### Placement density heat map

The die is cut into 10 by 10 equal tiles; black is low, pale yellow is high, 0 to 100% covered.
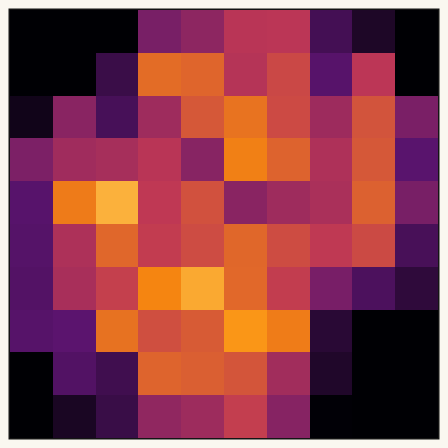
### Cell outlines without signal wires

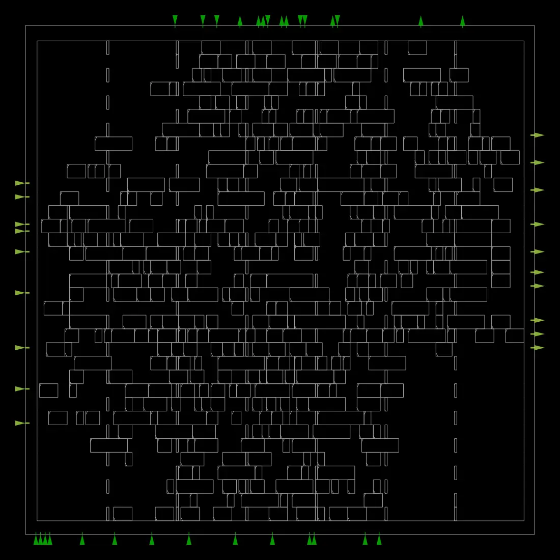
### Gate families picked out

The bar under the picture is 20 µm long.
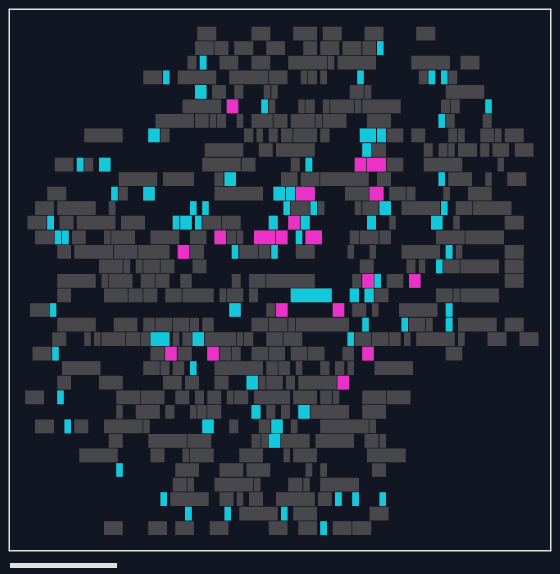
### Met3 routing

The bar under the picture is 20 µm long.
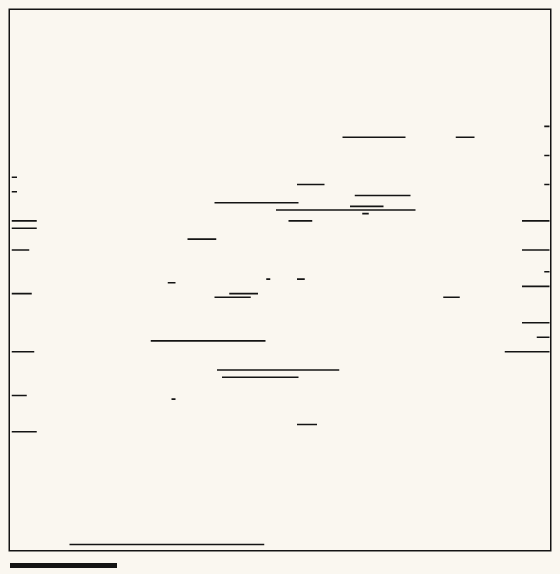
## config.mk

```make
export PLATFORM = sky130hd
export DESIGN_NAME = fp_add_normalize
export DESIGN_NICKNAME = d
export VERILOG_FILES = /design/src/rtl/fp_add_normalize.sv
export SDC_FILE = /design/constraint.sdc
export NUM_CORES = 1
export LEC_CHECK = 0
export CAP_MARGIN = 10
export CORE_MARGIN = 2
export CORE_UTILIZATION = 35
export CTS_BUF_LIST = sky130_fd_sc_hd__clkbuf_16
export CTS_CLUSTER_SIZE = 30
export DETAILED_ROUTE_END_ITERATION = 8
export PLACE_DENSITY = 0.61
export SYNTH_ARGS = -nofsm -noshare
export SYNTH_HDL_FRONTEND = slang
export SYNTH_SLANG_ARGS = --single-unit
```

## constraint.sdc

```tcl
create_clock -name clk -period 4.4 [get_ports clk]
set_input_delay 0.66 -clock clk [delete_from_list [all_inputs] [get_ports clk]]
set_output_delay 0.66 -clock clk [all_outputs]
set_load 0.05 [all_outputs]
```

## src/rtl/fp_add_normalize.sv

```systemverilog
// fp_add_normalize: add/normalize stage that sits after exponent alignment.
// Adds or subtracts the significands of the larger operand (bign) and the
// aligned smaller operand, then left-normalizes the result. Only one
// operation is in flight at a time.
// Optional build macro FP_NORM_FAST_EN: replaces the one-bit-per-cycle
// normalize loop with a single-cycle leading-zero shift. Results, flags and
// the handshake are identical; only the latency changes.
// Operand and result layout is {sign, exp, frac}, which matches
// FloatingPointPkg::fp_t.

package FloatingPointPkg;
   localparam int EXP_W  = 4;
   localparam int FRAC_W = 8;
   typedef struct packed {
      logic              sign;
      logic [EXP_W-1:0]  exp;
      logic [FRAC_W-1:0] frac;
   } fp_t;
endpackage

module fp_add_normalize #(
   parameter int EXP_W  = FloatingPointPkg::EXP_W,
   parameter int FRAC_W = FloatingPointPkg::FRAC_W
) (
   input  logic                    clk,
   input  logic                    rst,
   input  logic                    in_valid,
   output logic                    in_ready,
   input  logic [EXP_W+FRAC_W:0]   bign,
   input  logic [EXP_W+FRAC_W:0]   aligned,
   output logic                    out_valid,
   input  logic                    out_ready,
   output logic [EXP_W+FRAC_W:0]   result,
   output logic                    ovf,
   output logic                    unf,
   output logic                    zero
);

   localparam int              SW      = EXP_W + FRAC_W;
   localparam logic [EXP_W-1:0] EXP_MAX = {EXP_W{1'b1}};

`ifdef FP_NORM_FAST_EN
   typedef enum logic [1:0] {IDLE, ADD, DONE} state_t;
`else
   typedef enum logic [1:0] {IDLE, ADD, NORM, DONE} state_t;
`endif

   state_t state, nxt_state;

   // captured operands; aligned.exp equals bign.exp so only its sign/frac are kept
   logic              big_sign, al_sign;
   logic [EXP_W-1:0]  big_exp;
   logic [FRAC_W-1:0] big_frac, al_frac;

   // result registers, doubling as the working value during normalization
   logic              r_sign, nxt_sign;
   logic [EXP_W-1:0]  r_exp, nxt_exp;
   logic [FRAC_W-1:0] r_frac, nxt_frac;
   logic              ovf_q, unf_q, zero_q;
   logic              nxt_ovf, nxt_unf, nxt_zero;

   logic [FRAC_W:0]   sum;
   logic              sum_sign;
   logic [FRAC_W-1:0] norm_frac;
   logic [EXP_W-1:0]  norm_exp;

   // aligned.exp is redundant with bign.exp by construction
   logic unused_al_exp;
   assign unused_al_exp = ^aligned[SW-1:FRAC_W];

`ifdef FP_NORM_FAST_EN
   int               lz;
   logic [EXP_W-1:0] sh;
`endif

   assign in_ready  = (state == IDLE) && !rst;
   assign out_valid = (state == DONE);
   assign result    = {r_sign, r_exp, r_frac};
   assign ovf       = ovf_q;
   assign unf       = unf_q;
   assign zero      = zero_q;

   // next-state and next-datapath values for every state
   always_comb begin
      nxt_state = state;
      nxt_sign  = r_sign;
      nxt_exp   = r_exp;
      nxt_frac  = r_frac;
      nxt_ovf   = ovf_q;
      nxt_unf   = unf_q;
      nxt_zero  = zero_q;
      norm_frac = '0;
      norm_exp  = '0;
`ifdef FP_NORM_FAST_EN
      lz        = FRAC_W;
      sh        = '0;
`endif

      // magnitude add/subtract; the larger significand sets the sign
      if (big_sign == al_sign) begin
         sum      = {1'b0, big_frac} + {1'b0, al_frac};
         sum_sign = big_sign;
      end else if (al_frac > big_frac) begin
         sum      = {1'b0, al_frac} - {1'b0, big_frac};
         sum_sign = al_sign;
      end else begin
         sum      = {1'b0, big_frac} - {1'b0, al_frac};
         sum_sign = big_sign;
      end

      case (state)
         IDLE: begin
            if (in_valid && in_ready) begin
               nxt_state = ADD;
               nxt_ovf   = 1'b0;
               nxt_unf   = 1'b0;
               nxt_zero  = 1'b0;
            end
         end

         ADD: begin
            nxt_sign = sum_sign;
            nxt_exp  = big_exp;
            nxt_frac = sum[FRAC_W-1:0];
            if (sum[FRAC_W]) begin
               nxt_state = DONE;
               if (big_exp != EXP_MAX) begin
                  nxt_frac = sum[FRAC_W:1];
                  nxt_exp  = big_exp + 1'b1;
               end else begin
                  nxt_frac = '1;
                  nxt_exp  = EXP_MAX;
                  nxt_ovf  = 1'b1;
               end
            end else if (sum == '0) begin
               // exact cancellation always yields +0
               nxt_state = DONE;
               nxt_sign  = 1'b0;
               nxt_exp   = '0;
               nxt_frac  = '0;
               nxt_zero  = 1'b1;
            end else if (sum[FRAC_W-1] || (big_exp == '0)) begin
               nxt_state = DONE;
               nxt_unf   = !sum[FRAC_W-1];
            end else begin
`ifdef FP_NORM_FAST_EN
               // highest set bit wins; shift is clamped so exp stops at 0
               for (int i = 0; i < FRAC_W; i++)
                  if (sum[i]) lz = FRAC_W - 1 - i;
               if (lz > int'(big_exp)) sh = big_exp;
               else                    sh = EXP_W'(lz);
               norm_frac = sum[FRAC_W-1:0] << sh;
               norm_exp  = big_exp - sh;
               nxt_frac  = norm_frac;
               nxt_exp   = norm_exp;
               nxt_unf   = (norm_exp == '0) && !norm_frac[FRAC_W-1];
               nxt_state = DONE;
`else
               nxt_state = NORM;
`endif
            end
         end

`ifndef FP_NORM_FAST_EN
         NORM: begin
            norm_frac = r_frac << 1;
            norm_exp  = r_exp - 1'b1;
            nxt_frac  = norm_frac;
            nxt_exp   = norm_exp;
            if (norm_frac[FRAC_W-1] || (norm_exp == '0)) begin
               nxt_state = DONE;
               nxt_unf   = !norm_frac[FRAC_W-1];
            end
         end
`endif

         DONE: begin
            if (out_ready) nxt_state = IDLE;
         end

         default: nxt_state = IDLE;
      endcase
   end

   // state, result and operand registers; reset drops any operation in flight
   always_ff @(posedge clk) begin
      if (rst) begin
         state    <= IDLE;
         r_sign   <= 1'b0;
         r_exp    <= '0;
         r_frac   <= '0;
         ovf_q    <= 1'b0;
         unf_q    <= 1'b0;
         zero_q   <= 1'b0;
         big_sign <= 1'b0;
         big_exp  <= '0;
         big_frac <= '0;
         al_sign  <= 1'b0;
         al_frac  <= '0;
      end else begin
         state  <= nxt_state;
         r_sign <= nxt_sign;
         r_exp  <= nxt_exp;
         r_frac <= nxt_frac;
         ovf_q  <= nxt_ovf;
         unf_q  <= nxt_unf;
         zero_q <= nxt_zero;
         if (in_valid && in_ready) begin
            big_sign <= bign[SW];
            big_exp  <= bign[SW-1:FRAC_W];
            big_frac <= bign[FRAC_W-1:0];
            al_sign  <= aligned[SW];
            al_frac  <= aligned[FRAC_W-1:0];
         end
      end
   end

endmodule

```

==> results.ini <==
[run_status]
status=finished, final reports clean

[timing]
fmax_mhz=287
finClkSkew_ps=5.65
rsz0062_at_grt=false
setup_viol=0
min_period_ps=3480
setup_tns_ps=0
setup_ws_ps=920
finalCritPeriodShare_pct=79.1

[power_and_ir_drop]
pwr-share-clk_pct=13.9
top_power_group=combinational cells
p_sw_mw=1.26
netSwitchingFraction_pct=49.4
pwr-share-comb_pct=65.0
total_power_mw=2.56

[synth]
synth_area_leader_cell=dfxtp_1
synth-main-ff-cell=dfxtp_1
ys_sh_simple_pct=21.7
synth-async-reset-ratio_pct=0
ys_cells=412
syn_area_per_cell_um2=7.99
netlist_instances=412
ys_seq_share_pct=24.3
post-synth-top-count-cell=nand2_1
ys_sh_xor_pct=2.32
syn_nets=478
synth.ff_latch_count=40
ys_warn_count=0
syn_area_mm2=0.00329

[finish]
utilization_pct=42.7
num-nonclk-inverters=34
nMultiInputCombCells=316
seq_cells=40
diodes=0
n_all_buffers=46
lay_top_count=nand2_1
bufAreaShareNonClock_pct=11.5
seq_share_pct=20.4
final_cell_area_mm2=0.00393
reg_top3=al_frac (8), big_frac (8), r_frac (8)
layout_top_cells=nand2_1, clkdlybuf4s50_1, dfxtp_1, ha_1
clkCellAreaFrac_pct=3.50
mi_logic_area_mm2=0.00227

[floorplanning]
num_tap_cells=111
dieArea_mm2=0.0102
rows=35
die_h_um=101

[critical_path]
slowest_delay_ps=620
critPathTopFamily=AND-OR/OR-AND gates
worstRegToRegCells=11
r2r_setup_slack_ps=920
r2r_start=big_frac[1]$_SDFFE_PP0P_
worst_ep_arrival_time_ps=3640
crit_path_frequent_cell=a21o_1
crit_start=big_frac[1]$_SDFFE_PP0P_
crit_chain=inv_1 -> fa_1 -> a21o_1 -> a21o_1 -> a31o_2 -> a21oi_1 -> a2111oi_0 -> a211oi_1 -> nand4_4 -> o311ai_1 -> o32ai_1
start_kind=register

[flow_run]
warnings=52
cap_violations=0

[grt]
grt_util_met2_pct=27.1
use_met1_pct=22.4
gr-max-usage-layer=met2
grt_antenna_before_repair=0
grt_max_degree=46

[cts]
clock_latency_ps=290
postCtsSetupRepairBufs=0
postCtsHoldBufs=0
cts_tree=done

[detailed_routing]
drt_first_pass_iters=4
routedWlPerCell_um=14.5
wl_met1_um=3930
highest_layer=met4
drt_iter0_markers=204
met3_length_um=260
route.met2.wl_um=3720
vias=3003

[place]
gp_congestion=0.902
dpl_cell_area_mm2=0.00379
dpl.cell_count=547

[min_path]
holdPathEnd=r_frac[7]$_SDFFE_PP0P_

Back to the opening pictures, 'Placement density heat map':
tiles over 75% full: 3.0%
emptiest ninth of the die: bottom right
mean over tiles: 37%
nearly empty tiles: 16%

Back to the opening pictures, 'Cell outlines without signal wires':
Core ar.: 0.00920 mm²
Filler Cells Inserted: 950

Back to the opening pictures, 'Gate families picked out':
| color | family | cells |
|---|---|---|
| magenta | and/or cells | 19 |
| cyan | nand cells | 76 |

Back to the opening pictures, 'Met3 routing':
share of all routed wire: 3.3%
nets with wire on the layer: 33
Post-Route WL: 8030 µm
met3 capacity usage during global routing: 2.36%

No activity file was given, so power comes from the tool's default toggle rates.
